$ cat config.mk
export PLATFORM = sky130hd
export DESIGN_NAME = lfa_adc_reader
export DESIGN_NICKNAME = d
export VERILOG_FILES = /design/src/rtl/lfa_adc_reader.sv
export SDC_FILE = /design/constraint.sdc
export NUM_CORES = 1
export LEC_CHECK = 0
export ABC_AREA = 1
export CAP_MARGIN = 15
export CELL_PAD_IN_SITES_DETAIL_PLACEMENT = 0
export CELL_PAD_IN_SITES_GLOBAL_PLACEMENT = 1
export CORE_MARGIN = 3
export CORE_UTILIZATION = 35
export CTS_CLUSTER_DIAMETER = 150
export DETAILED_ROUTE_END_ITERATION = 12
export GPL_TIMING_DRIVEN = 0
export HOLD_SLACK_MARGIN = 0.06
export PLACE_DENSITY_LB_ADDON = 0.2
export RECOVER_POWER = 50
export SYNTH_ARGS = -nofsm -noshare
export SYNTH_HDL_FRONTEND = slang
export SYNTH_SLANG_ARGS = --single-unit
export TNS_END_PERCENT = 20
$ cat constraint.sdc
create_clock -name clk_3125KHz -period 2.9 [get_ports clk_3125KHz]
set_input_delay 0.29 -clock clk_3125KHz [delete_from_list [all_inputs] [get_ports clk_3125KHz]]
set_output_delay 0.29 -clock clk_3125KHz [all_outputs]
set_load 0.01 [all_outputs]
$ cat src/rtl/lfa_adc_reader.sv
// lfa_adc_reader: SPI master for the ADC128S022 on the LFA board.
// Samples the left/middle/right channels round-robin and publishes the most
// recent 12-bit readings, with a one-cycle strobe per refreshed triple.
module lfa_adc_reader #(
  parameter logic [2:0]  CH_LEFT   = 3'd3,
  parameter logic [2:0]  CH_MIDDLE = 3'd4,
  parameter logic [2:0]  CH_RIGHT  = 3'd5,
  parameter int unsigned CS_GAP    = 2
) (
  input  logic        clk_3125KHz,
  input  logic        rst_n,
  input  logic        en,
  input  logic        adc_dout,
  output logic        adc_cs_n,
  output logic        adc_sck,
  output logic        adc_din,
  output logic [11:0] left,
  output logic [11:0] middle,
  output logic [11:0] right,
  output logic        sample_valid
);

  typedef enum logic [1:0] {S_GAP, S_XFER, S_LATCH} state_t;
  typedef enum logic [1:0] {SL_LEFT, SL_MIDDLE, SL_RIGHT} slot_t;
  typedef enum logic [1:0] {P_NONE, P_LEFT, P_MIDDLE, P_RIGHT} pend_t;

  localparam logic [3:0] GAP_LAST = 4'(CS_GAP - 1);

  state_t      state, next_state;
  slot_t       slot;
  pend_t       pending;
  logic [3:0]  gap_cnt;
  logic [4:0]  c;
  logic [3:0]  k;
  logic [11:0] shift;
  logic [2:0]  addr;

  assign k = c[4:1];

  // State register
  always_ff @(posedge clk_3125KHz or negedge rst_n) begin
    if (!rst_n) state <= S_GAP;
    else        state <= next_state;
  end

  // Next-state decode: en is only looked at when the gap has elapsed
  always_comb begin
    next_state = state;
    unique case (state)
      S_GAP:   if (gap_cnt == GAP_LAST && en) next_state = S_XFER;
      S_XFER:  if (c == 5'd31) next_state = S_LATCH;
      S_LATCH: next_state = S_GAP;
      default: next_state = S_GAP;
    endcase
  end

  // Channel address of the slot currently being converted
  always_comb begin
    unique case (slot)
      SL_LEFT:   addr = CH_LEFT;
      SL_MIDDLE: addr = CH_MIDDLE;
      SL_RIGHT:  addr = CH_RIGHT;
      default:   addr = CH_LEFT;
    endcase
  end

  // SPI pin decode: sck low on even c, address bits on k=2..4
  always_comb begin
    adc_cs_n = 1'b1;
    adc_sck  = 1'b1;
    adc_din  = 1'b0;
    if (state == S_XFER) begin
      adc_cs_n = 1'b0;
      adc_sck  = c[0];
      unique case (k)
        4'd2:    adc_din = addr[2];
        4'd3:    adc_din = addr[1];
        4'd4:    adc_din = addr[0];
        default: adc_din = 1'b0;
      endcase
    end
  end

  // Counters, sample capture, slot/pending rotation and result write
  always_ff @(posedge clk_3125KHz or negedge rst_n) begin
    if (!rst_n) begin
      gap_cnt      <= '0;
      c            <= '0;
      slot         <= SL_LEFT;
      pending      <= P_NONE;
      shift        <= '0;
      left         <= '0;
      middle       <= '0;
      right        <= '0;
      sample_valid <= 1'b0;
    end else begin
      sample_valid <= 1'b0;

      if (state == S_LATCH)
        gap_cnt <= '0;
      else if (state == S_GAP && gap_cnt != GAP_LAST)
        gap_cnt <= gap_cnt + 4'd1;

      // Parking restarts the rotation so the first frame back is discarded
      if (state == S_GAP && gap_cnt == GAP_LAST && !en) begin
        slot    <= SL_LEFT;
        pending <= P_NONE;
      end

      if (state == S_XFER) c <= c + 5'd1;
      else                 c <= '0;

      if (state == S_XFER && !c[0] && k >= 4'd4)
        shift <= {shift[10:0], adc_dout};

      if (state == S_LATCH) begin
        unique case (pending)
          P_LEFT:   left   <= shift;
          P_MIDDLE: middle <= shift;
          P_RIGHT: begin
            right        <= shift;
            sample_valid <= 1'b1;
          end
          default: ;
        endcase
        unique case (slot)
          SL_LEFT:   begin pending <= P_LEFT;   slot <= SL_MIDDLE; end
          SL_MIDDLE: begin pending <= P_MIDDLE; slot <= SL_RIGHT;  end
          default:   begin pending <= P_RIGHT;  slot <= SL_LEFT;   end
        endcase
      end
    end
  end

endmodule
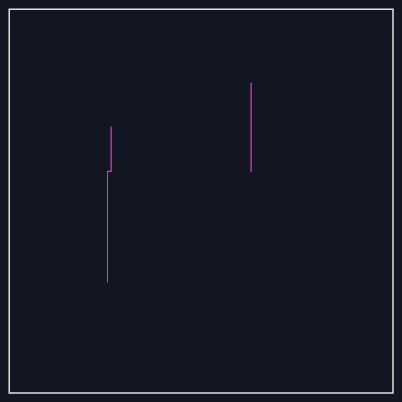
Figure 1: run 1, signal wires on met4.
Drawn at 4 px/um.
longest straight run: 27.7 um
nets with wire on the layer: 1
share of all routed wire: 1.1%
wire length on this layer: 61.7 um
via count: 1,926
wirelength, routed: 5.65 mm

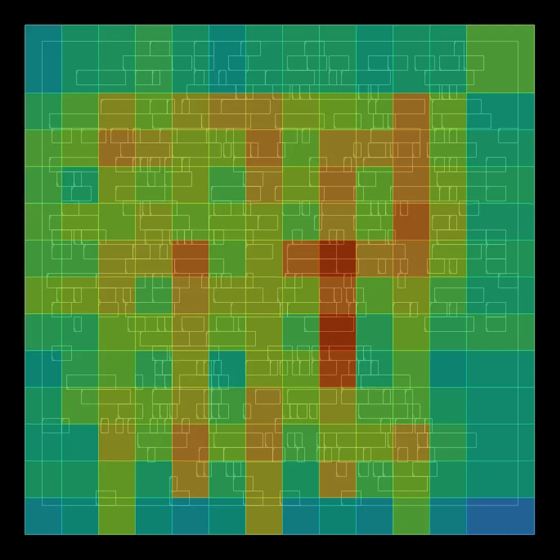
Figure 2: run 1, routing congestion.
met2 Usage GRT: 21.2%
post-layout util: 44.1%
global-route usage over all layers: 14.2%
GRT met1 Usage: 20.2%
busiest metal layer after global routing: met2

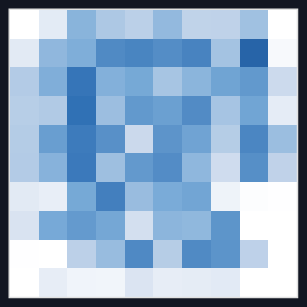
Figure 3: run 1, local utilization.
Drawn at 3 px/um. The die is cut into 10 by 10 equal tiles; white is low, dark blue is high, 0 to 100% covered.
mean over tiles: 36%
tiles over 75% full: 1.0%
emptiest ninth of the die: lower right
nearly empty tiles: 12%
fullest tile: 79%
Starting Density: 36.1%
area of the core: 7770 um2

==> results.py, run 1 <==
# Physical implementation metrics
metrics = {
    "timing": {
        "fmax_mhz": 442,
        "hold_viol": 0,
        "relSlewSlack_pct": -5.67,
        "layout_setup_ws_ns": 0.640,
        "period_needed_ns": 2.26,
        "skew_ns": 0.00893,
        "timing.hold.ws_ns": 0.349,
        "post-route-period-util_pct": 77.9,
        "tightest_slew_ns": 1.58,
        "finalSetupViolCount": 0,
        "rsz0062_at_grt": "false",
        "final_max_slew_viol_count": 65,
    },
    "logic_synthesis": {
        "synth_flops": 64,
        "syn_inst": 272,
        "ys_cells": 272,
        "ys_chip_area_um2": 2810,
        "synth_cell_types": 23,
        "fp_nets": 284,
        "synth.avg_cell_area_um2": 10.3,
        "ys_seq_share_pct": 57.1,
        "yosysWarnings": 0,
        "synth.cell_area_um2": 2810,
    },
    "global_route": {
        "grt_pass1_vias": 1971,
        "antenna_found_initial": 0,
        "grt.overflow.total": 0,
        "grt_max_degree": 65,
        "grt_pass1_wl_mm": 9.80,
    },
    "clock_network": {
        "clock_latency_ns": 0.33,
        "path_clk_slew_ns": 0.07,
        "numCtsBuffers": 9,
        "cts_setup_buffers": 0,
        "h-tree-depth": 3,
        "clock_sinks": 64,
        "ctsResizeCount": 0,
        "root_buffer": "clkbuf_8",
        "cts_buffer_depth": 2,
        "cts_hold_buf": 0,
        "cts_tree": "yes",
    },
    "floorplanning": {
        "die_x_um": 95.5,
        "die_y_um": 95.5,
        "chipArea_um2": 9130,
        "io-pin-count": 44,
        "rows": 32,
    },
    "layout": {
        "final_cell_mix": "68 x nand2_1, 64 x dfrtp_1, 42 x clkdlybuf4s50_1",
        "final_area_um2": 3430,
        "fillers": 804,
        "antennaDiodeCount": 0,
        "comb_area_um2": 933,
        "final_common_cell": "nand2_1",
        "seq_area_um2": 1600,
        "final_nets": 338,
        "layout-drive-gt1-share_pct": 16.1,
        "area_growth_pct": 22.1,
    },
    "critical_path": {
        "crit_required_ns": 2.61,
        "cp-end-kind": "primary output",
        "worst_ep_arrival_time_ns": 1.97,
        "reg2reg_from": "state[0]",
        "critPathLaunchType": "register",
        "startpoint": "slot[0]",
        "critPathMaxFanout": 4,
        "critical_path_class": "register to primary output",
    },
    "placed_design": {
        "place_area_um2": 3360,
        "globalplace.congestion": 0.747,
        "detailedPlace.worstSlack_ns": 0.962,
        "hpwl_mm": 3.93,
        "port_buffers": 43,
    },
    "detailed_routing": {
        "drc": 0,
        "routedWlPerCell_um": 13.1,
        "first_iter_violations": 84,
        "firstDrtPassIters": 4,
        "routed_via_density": 4.46,
        "antenna_left": 0,
    },
    "job": {
        "warnings": 30,
        "maxCapViolations": 1,
    },
    "min_path": {
        "min_path_type": "input pin to asynchronous set/reset pin",
    },
    "status": {
        "status": "complete, but fails checks",
        "violations": "max-capacitance violations, max-slew violations",
    },
    "power": {
        "p_leak_uw": 0.00163,
        "ir_drop_mv": 0.290,
        "p_per_area_nw_per_um2": 687,
    },
}
## run 1: metal layers
metal  track usage, %  share of wire [%]
met5                0                  0
met3             2.29                3.0
met4             6.75                1.1
met2             21.2                 45
met1             20.2                 50
## run 1: report_power, final
| part | switching (uW) | internal, uW | total, uW | leakage [uW] |
|---|---|---|---|---|
| Clock | 340 | 300 | 639 | 0.0000769 |
| Combinational | 394 | 213 | 607 | 0.000721 |
| Sequential | 84.8 | 1020 | 1110 | 0.000827 |
| Total | 818 | 1530 | 2350 | 0.00163 |
## run 1: cell usage after synthesis
master    n  area, um2
nor2_4    2       22.5
or2_2     1       6.26
o21ai_0   3       15.0
ha_1      8        100
nor2_1   15       56.3
xnor2_1   1       8.76
xor2_1    1       8.76
inv_1    31        116
o21ai_4   1       16.3
inv_2     1       3.75
or2_0     1       6.26
nand2_2   1       6.26
dfrtp_1  64       1600
o21ai_1  16       80.1
nand2_1  66        248
buf_6     9        101
o22ai_1   1       6.26
nand3_4   2       35.0
o21ai_2  32        280
nand3_1  13       65.1
nor3_1    1       5.00
nand4_1   1       6.26
nand2_4   1       11.3
## run 1: flip-flops by register name, indices dropped and copies added (netlist names)
signal,flops
state,2
right,12
middle,12
sample_valid,1
slot,2
c,5
gap_cnt,4
left,12
shift,12
pending,2
## run 1: logic make-up (layout without fill, tap and decap cells)
logic type / Yosys count / in the layout / share of synthesized area, %
buffers and inverters: 41 / 99 / 7.89
XOR/XNOR: 2 / 2 / 0.624
flip-flops: 64 / 64 / 57.1
AND-OR/OR-AND: 53 / 53 / 14.2
AND/OR/NAND/NOR: 104 / 104 / 16.7
adder cells (fa/ha/maj): 8 / 8 / 3.57
## run 1: through the flow
stage                     instances  TNS, ns  power, uW
after global placement          417   -46.92       1740
after CTS                       432        0       2400
after detailed placement        417        0       1750
after global routing            432        0       2540
final                           432        0       2350
after floorplan                 272        0       1570
## run 1: worst paths after layout
path	endpoint	slack, ns	cells after the start
max	adc_din	0.64	8
min reg2reg	middle[10]	0.48	2
max reg2reg	right[9]	1.13	5
min in group clk_3125KHz	middle[10]	0.48	2
max in group asynchronous	state[0]	1.60	1
min	left[8]	0.35	1
## run 1: final cells by class
cell class / instances / share of cell area, %
Sequential cell: 64 / 46.7
Multi-Input combinational cell: 167 / 27.2
Timing Repair Buffer: 43 / 12.4
Tap cell: 102 / 3.73
Clock buffer: 9 / 3.62
Inverter: 32 / 3.51
Buffer: 9 / 1.64
Clock inverter: 6 / 1.10
## run 1: critical path: stages, from the launching register on
cell	delay, ns
dfrtp_1	0.40
inv_1	0.08
ha_1	0.31
nor2_1	0.10
nand2_1	0.05
nand3_1	0.08
nand2_1	0.06
inv_1	0.05
clkdlybuf4s50_1	0.52
Figure 4. Clock network drawn from the DEF (run 1).
Drawn at 6 px/um.
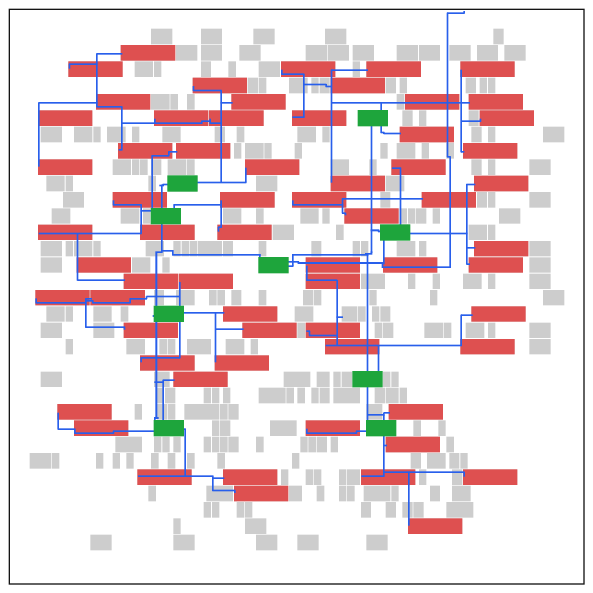

==> inputs of run 2 (changes only) <==
==> constraint.sdc (replaced) <==
create_clock -name clk_3125KHz -period 2.4 [get_ports clk_3125KHz]
set_input_delay 0.24 -clock clk_3125KHz [delete_from_list [all_inputs] [get_ports clk_3125KHz]]
set_output_delay 0.24 -clock clk_3125KHz [all_outputs]
set_load 0.01 [all_outputs]
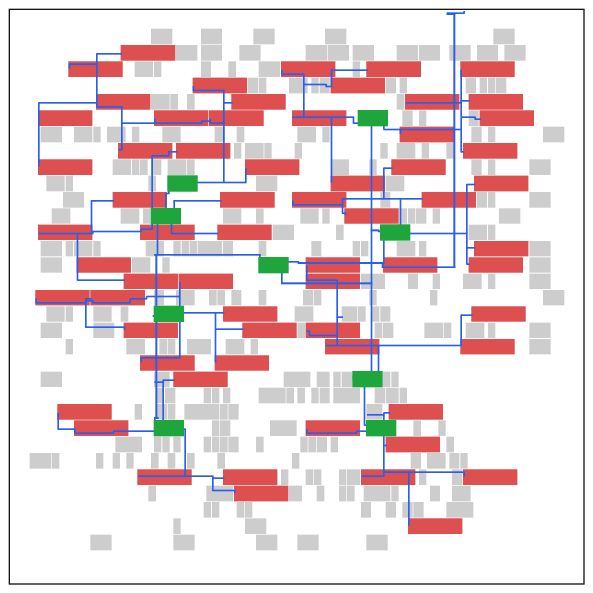
Figure 5: run 2, clock network drawn from the DEF.
Drawn at 6 px/um.
[clock wires] blue | length: 842 um
[flip-flops] red | count: 64
[clock-net drivers] green | count: 9
flops lie: widely spread
routed clock nets: 10

==> run 2 against run 1 <==
The flow still finishes with violations (max-capacitance violations, max-slew violations); combinational power rose by 21%; core utilization rose by 0.15 points; largest power group unchanged; cell count rose by 0.23%; highest routed layer unchanged.
==> results.py, run 2 <==
# Physical implementation metrics
metrics = {
    "power": {
        "ir_drop_mv": 0.350,
        "power_uw": 2850,
        "p_per_area_nw_per_um2": 828,
    },
    "logic_synthesis": {
        "ys_chip_area_um2": 2810,
        "largest_area_cell": "dfrtp_1",
        "fp_nets": 284,
        "synthArstFlopShare_pct": 100,
        "synth.avg_cell_area_um2": 10.3,
        "synth.cell_area_um2": 2810,
        "yosysWarnings": 0,
        "top_area_share_pct": 57.1,
        "synth_cell_types": 23,
        "synth_dominant_cell_count": "nand2_1",
        "ys_cells": 272,
        "enable_flop_cells": 0,
        "syn_inst": 272,
        "synth-main-ff-cell": "dfrtp_1",
    },
    "clock_network": {
        "path_clk_slew_ns": 0.07,
        "cts_setup_buffers": 0,
        "clock_latency_ns": 0.33,
        "cts_tree": "yes",
        "ctsResizeCount": 0,
        "h-tree-depth": 3,
        "clock_sinks": 64,
    },
    "detailed_routing": {
        "routedWlPerCell_um": 13.1,
        "routed_via_density": 4.46,
        "first_iter_violations": 78,
        "drc": 0,
        "drt_wl_total_mm": 5.69,
        "firstDrtPassIters": 4,
        "routed-via-count": 1931,
    },
    "layout": {
        "final_common_cell": "nand2_1",
        "final_nets": 339,
        "final_area_um2": 3440,
        "area_growth_pct": 22.5,
    },
    "job": {
        "warnings": 30,
        "maxCapViolations": 1,
    },
    "critical_path": {
        "reg2reg_to": "right[9]",
        "slowest_delay_ns": 0.52,
        "cp-end-kind": "primary output",
        "critPathMaxFanout": 4,
        "critPathLaunchType": "register",
        "r2r_slack_ns": 0.64,
        "reg2reg_from": "state[0]",
        "critical_path_class": "register to primary output",
        "worstRegToRegCells": 5,
        "worst_ep_arrival_time_ns": 1.97,
    },
    "min_path": {
        "hold_depth": 3,
    },
    "timing": {
        "fmax_mhz": 452,
        "relSlewSlack_pct": -6.22,
        "skew_ns": 0.00940,
        "timing.hold.ws_ns": 0.464,
        "setup_tns_ns": 0,
        "hold_viol": 0,
        "final_max_slew_viol_count": 65,
        "post-route-period-util_pct": 92.1,
    },
    "placed_design": {
        "place_area_um2": 3360,
        "hpwl_mm": 3.93,
        "port_buffers": 43,
    },
    "floorplanning": {
        "die_y_um": 95.5,
        "core_um2": 7770,
        "chipArea_um2": 9130,
        "die_x_um": 95.5,
        "rows": 32,
    },
    "global_route": {
        "antenna_found_initial": 0,
        "grt_usage_pct": 14.3,
        "grt_pass1_vias": 1972,
    },
    "status": {
        "status": "complete, but fails checks",
        "violations": "max-capacitance violations, max-slew violations",
    },
}
[run 2: layout make-up]
| type | count | area, um2 |
|---|---|---|
| fill | 804 | 4330 |
| sequential | 64 | 1600 |
| multi-input combinational | 167 | 933 |
| timing repair buffer | 44 | 435 |
| tap | 102 | 128 |
| clock buffer | 9 | 124 |
| inverter | 32 | 120 |
| buffer | 9 | 57.6 |
| clock inverter | 6 | 37.5 |
[run 2: worst max path at each step]
stage / start / to / depth (start not counted)
floorplan: slot[0] / adc_din / 7
global placement: rst_n / c[1] / 1
detailed placement: slot[0] / adc_din / 8
CTS: slot[0] / adc_din / 8
global route: slot[0] / adc_din / 8
finish: slot[0] / adc_din / 8
[run 2: timing repair]
action / in CTS / in global routing
endpoints found under the setup margin: 0 / 0
hold buffers: 1 / 0
hold endpoints to repair: 64 / 0
[run 2: cell families after synthesis]
logic type,count (synthesis),synth area share (%)
AND/OR/NAND/NOR,104,16.7
flip-flops,64,57.1
AND-OR/OR-AND,53,14.2
buffers and inverters,41,7.89
adder cells (fa/ha/maj),8,3.57
XOR/XNOR,2,0.624
[run 2: worst max-delay path: cells and delay by family (launching register included)]
family,cells,cell delay (ns)
adder cells (fa/ha/maj),1,0.31
AND/OR/NAND/NOR,4,0.29
buffers and inverters,3,0.65
flip-flops,1,0.40
[run 2: power by group]
part           leakage (uW)  total, uW  switching, uW  internal, uW
Clock             0.0000769        776            413           362
Combinational      0.000728        735            476           258
Sequential         0.000827       1340            102          1230
Total               0.00163       2850            992          1850
[run 2: metrics by stage]
step	cells	setup WS, ns	util, %
after CTS	433	0.146	45.5
after floorplan	272	1.10	-
final	433	0.189	44.2
after detailed placement	417	0.512	43.3
after global placement	417	-1.19	43.3
after global routing	433	0.0289	44.2
[run 2: metal layers]
metal | up-vias | part of all wire, % | track usage (%)
met5 | - | 0 | 0
met4 | 0 | 2.0 | 6.75
met3 | 9 | 2.7 | 2.29
met2 | 32 | 44 | 21.1
met1 | 914 | 51 | 20.4
li1 | 976 | - | -
Figure 6. Routing congestion (run 2).
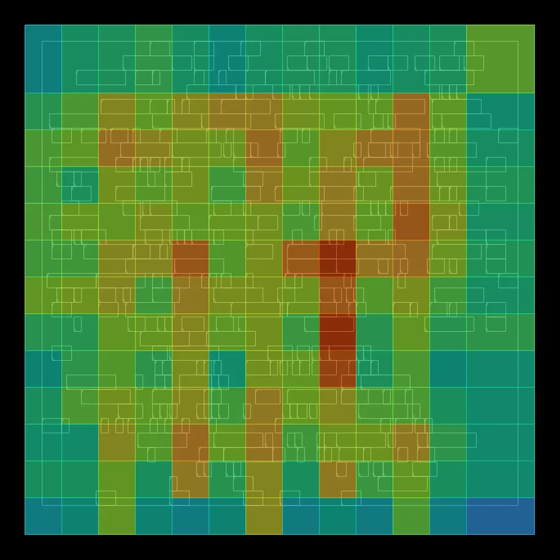

==> inputs of run 3 (changes only) <==
--- a/config.mk
+++ b/config.mk
@@ -9,6 +9,7 @@
 export CAP_MARGIN = 15
 export CELL_PAD_IN_SITES_DETAIL_PLACEMENT = 0
 export CELL_PAD_IN_SITES_GLOBAL_PLACEMENT = 1
+export CORE_ASPECT_RATIO = 0.8
 export CORE_MARGIN = 3
 export CORE_UTILIZATION = 35
 export CTS_CLUSTER_DIAMETER = 150
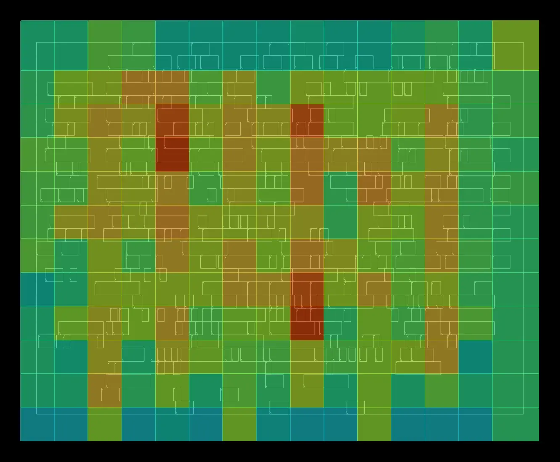
Figure 7: run 3, routing congestion.
wire per inst: 13.3 um
Global Route met3 Usage: 4.44%
global-route usage over all layers: 14.1%
met2 Usage GRT: 20.4%
post-layout util: 45.8%

==> run 3 against run 2 <==
The flow still finishes with violations (max-capacitance violations, max-slew violations); global-route usage down 0.19 points; via count up 0.93%; synthesized cell count unchanged; wire length up 1.7%; worst hold slack worse by 0.0076 ns; non-clock buffer count unchanged; highest routed layer unchanged; sequential cell count unchanged; area after synthesis unchanged; count of clock-buffer cells in the layout up 1; final area up 1.2%; register-to-register slack worse by 0.10 ns; largest power group unchanged.
==> results.py, run 3 <==
# Physical implementation metrics
metrics = {
    "floorplanning": {
        "rows": 28,
        "die_y_um": 86.1,
        "chipArea_um2": 9140,
        "core_um2": 7600,
        "die_x_um": 106,
        "io-pin-count": 44,
    },
    "power": {
        "pwr-share-seq_pct": 45.9,
        "p_leak_uw": 0.00165,
        "swShare_pct": 33.2,
        "p_int_uw": 1930,
        "ir_drop_mv": 0.336,
        "pwr-share-clk_pct": 30.5,
        "p_switching_uw": 961,
        "comb_power_share_pct": 23.6,
        "p_per_area_nw_per_um2": 832,
        "power_uw": 2900,
    },
    "clock_network": {
        "cts_hold_buf": 1,
        "clock_sinks": 64,
        "ctsResizeCount": 0,
        "cts_setup_buffers": 0,
        "path_clk_slew_ns": 0.07,
        "cts_tree": "yes",
        "h-tree-depth": 3,
        "clock_latency_ns": 0.34,
    },
    "logic_synthesis": {
        "synth_cell_types": 23,
        "largest_area_cell": "dfrtp_1",
        "ys_chip_area_um2": 2810,
        "synth_dominant_cell_count": "nand2_1",
        "ys_cells": 272,
        "top_area_share_pct": 57.1,
        "synthArstFlopShare_pct": 100,
        "synth-main-ff-cell": "dfrtp_1",
        "synth.avg_cell_area_um2": 10.3,
        "fp_nets": 284,
        "synth.cell_area_um2": 2810,
        "syn_inst": 272,
        "enable_flop_cells": 0,
        "yosysWarnings": 0,
    },
    "timing": {
        "hold_viol": 0,
        "fmax_mhz": 450,
        "skew_ns": 0.00504,
        "finalSetupViolCount": 0,
        "relSlewSlack_pct": -4.45,
        "timing.hold.ws_ns": 0.456,
        "rsz0062_at_grt": "false",
        "post-route-period-util_pct": 92.7,
        "final_max_slew_viol_count": 65,
    },
    "layout": {
        "area_growth_pct": 23.9,
        "layout-drive-gt1-share_pct": 16.3,
        "final_nets": 339,
        "comb_area_um2": 931,
        "final_common_cell": "nand2_1",
        "fillers": 790,
        "final_cell_mix": "68 x nand2_1, 64 x dfrtp_1, 42 x clkdlybuf4s50_1",
        "seq_area_um2": 1600,
    },
    "job": {
        "maxCapViolations": 1,
        "warnings": 30,
    },
    "detailed_routing": {
        "drt_wl_total_mm": 5.79,
        "dr_wl_met2_mm": 2.62,
        "firstDrtPassIters": 4,
        "routed.top_layer": "met4",
        "routed_via_density": 4.46,
        "drt-met1-wl_mm": 2.83,
        "routed-via-count": 1949,
        "wl_met3_um": 278,
        "first_iter_violations": 80,
        "drc": 0,
        "antenna_left": 0,
    },
    "status": {
        "violations": "max-capacitance violations, max-slew violations",
        "status": "complete, but fails checks",
    },
    "global_route": {
        "grt.overflow.total": 0,
        "grt_pass1_vias": 1882,
        "antenna_found_initial": 0,
    },
    "placed_design": {
        "port_buffers": 43,
        "hpwl_mm": 4.03,
    },
    "critical_path": {
        "startpoint": "slot[0]",
        "critPathMaxFanout": 4,
        "worst_ep_arrival_time_ns": 1.98,
        "critical_path_class": "register to primary output",
        "critPathLaunchType": "register",
        "reg2reg_from": "state[0]",
        "cp-end-kind": "primary output",
    },
}
[run 3: power groups by stage]
| stage | combinational [uW] | clock (uW) | sequential, uW |
|---|---|---|---|
| after floorplan | 546 | 0 | 1350 |
| after global placement | 740 | 0 | 1360 |
| after detailed placement | 751 | 0 | 1360 |
| after CTS | 755 | 920 | 1340 |
| after global routing | 793 | 961 | 1350 |
| final | 683 | 882 | 1330 |
[run 3: worst paths after layout]
kind                            end  slack, ns  cells after the start
max                         adc_din       0.18                      8
min                        shift[0]       0.46                      3
max reg2reg                shift[3]       0.54                      5
min reg2reg                 left[5]       0.48                      2
max in group asynchronous  right[0]       0.62                      2
min in group asynchronous   left[9]       0.83                      2
[run 3: worst max-delay path: stages (launching register included)]
cell and delay (ns):
dfrtp_1 0.40, inv_1 0.08, ha_1 0.32, nor2_1 0.10, nand2_1 0.05, nand3_1 0.08
nand2_1 0.05, inv_1 0.04, clkdlybuf4s50_1 0.52
[run 3: cell type report]
class,instances,share of cell area (%)
plain buffers,9,2.05
clock buffers,10,3.67
clock inverters,6,1.73
inverters,32,3.45
multi-input cells,167,26.8
flip-flops and latches,64,46.0
well taps,105,3.78
repair buffers,44,12.5
[run 3: stage by stage]
stage	setup slack [ns]	instance area, um2	std cells	TNS, ns
6_report	0.176	3480	437	0
5_1_grt	0.0224	3480	437	0
4_1_cts	0.129	3560	437	0
3_5_place_dp	0.520	3370	420	0
3_3_place_gp	-1.08	3370	420	-68.70
2_1_floorplan	1.10	2810	272	0
[run 3: routing by layer]
metal	global-route usage, %	vias up
met5	0	-
met4	5.65	0
met3	4.44	6
met2	20.4	40
met1	19.7	924
li1	-	979
[run 3: logic make-up after synthesis]
logic type | Yosys count | share of synthesized area (%)
flip-flops | 64 | 57.1
adder cells (fa/ha/maj) | 8 | 3.57
XOR/XNOR | 2 | 0.624
AND/OR/NAND/NOR | 104 | 16.7
buffers and inverters | 41 | 7.89
AND-OR/OR-AND | 53 | 14.2
No activity file was given, so power comes from the tool's default toggle rates.
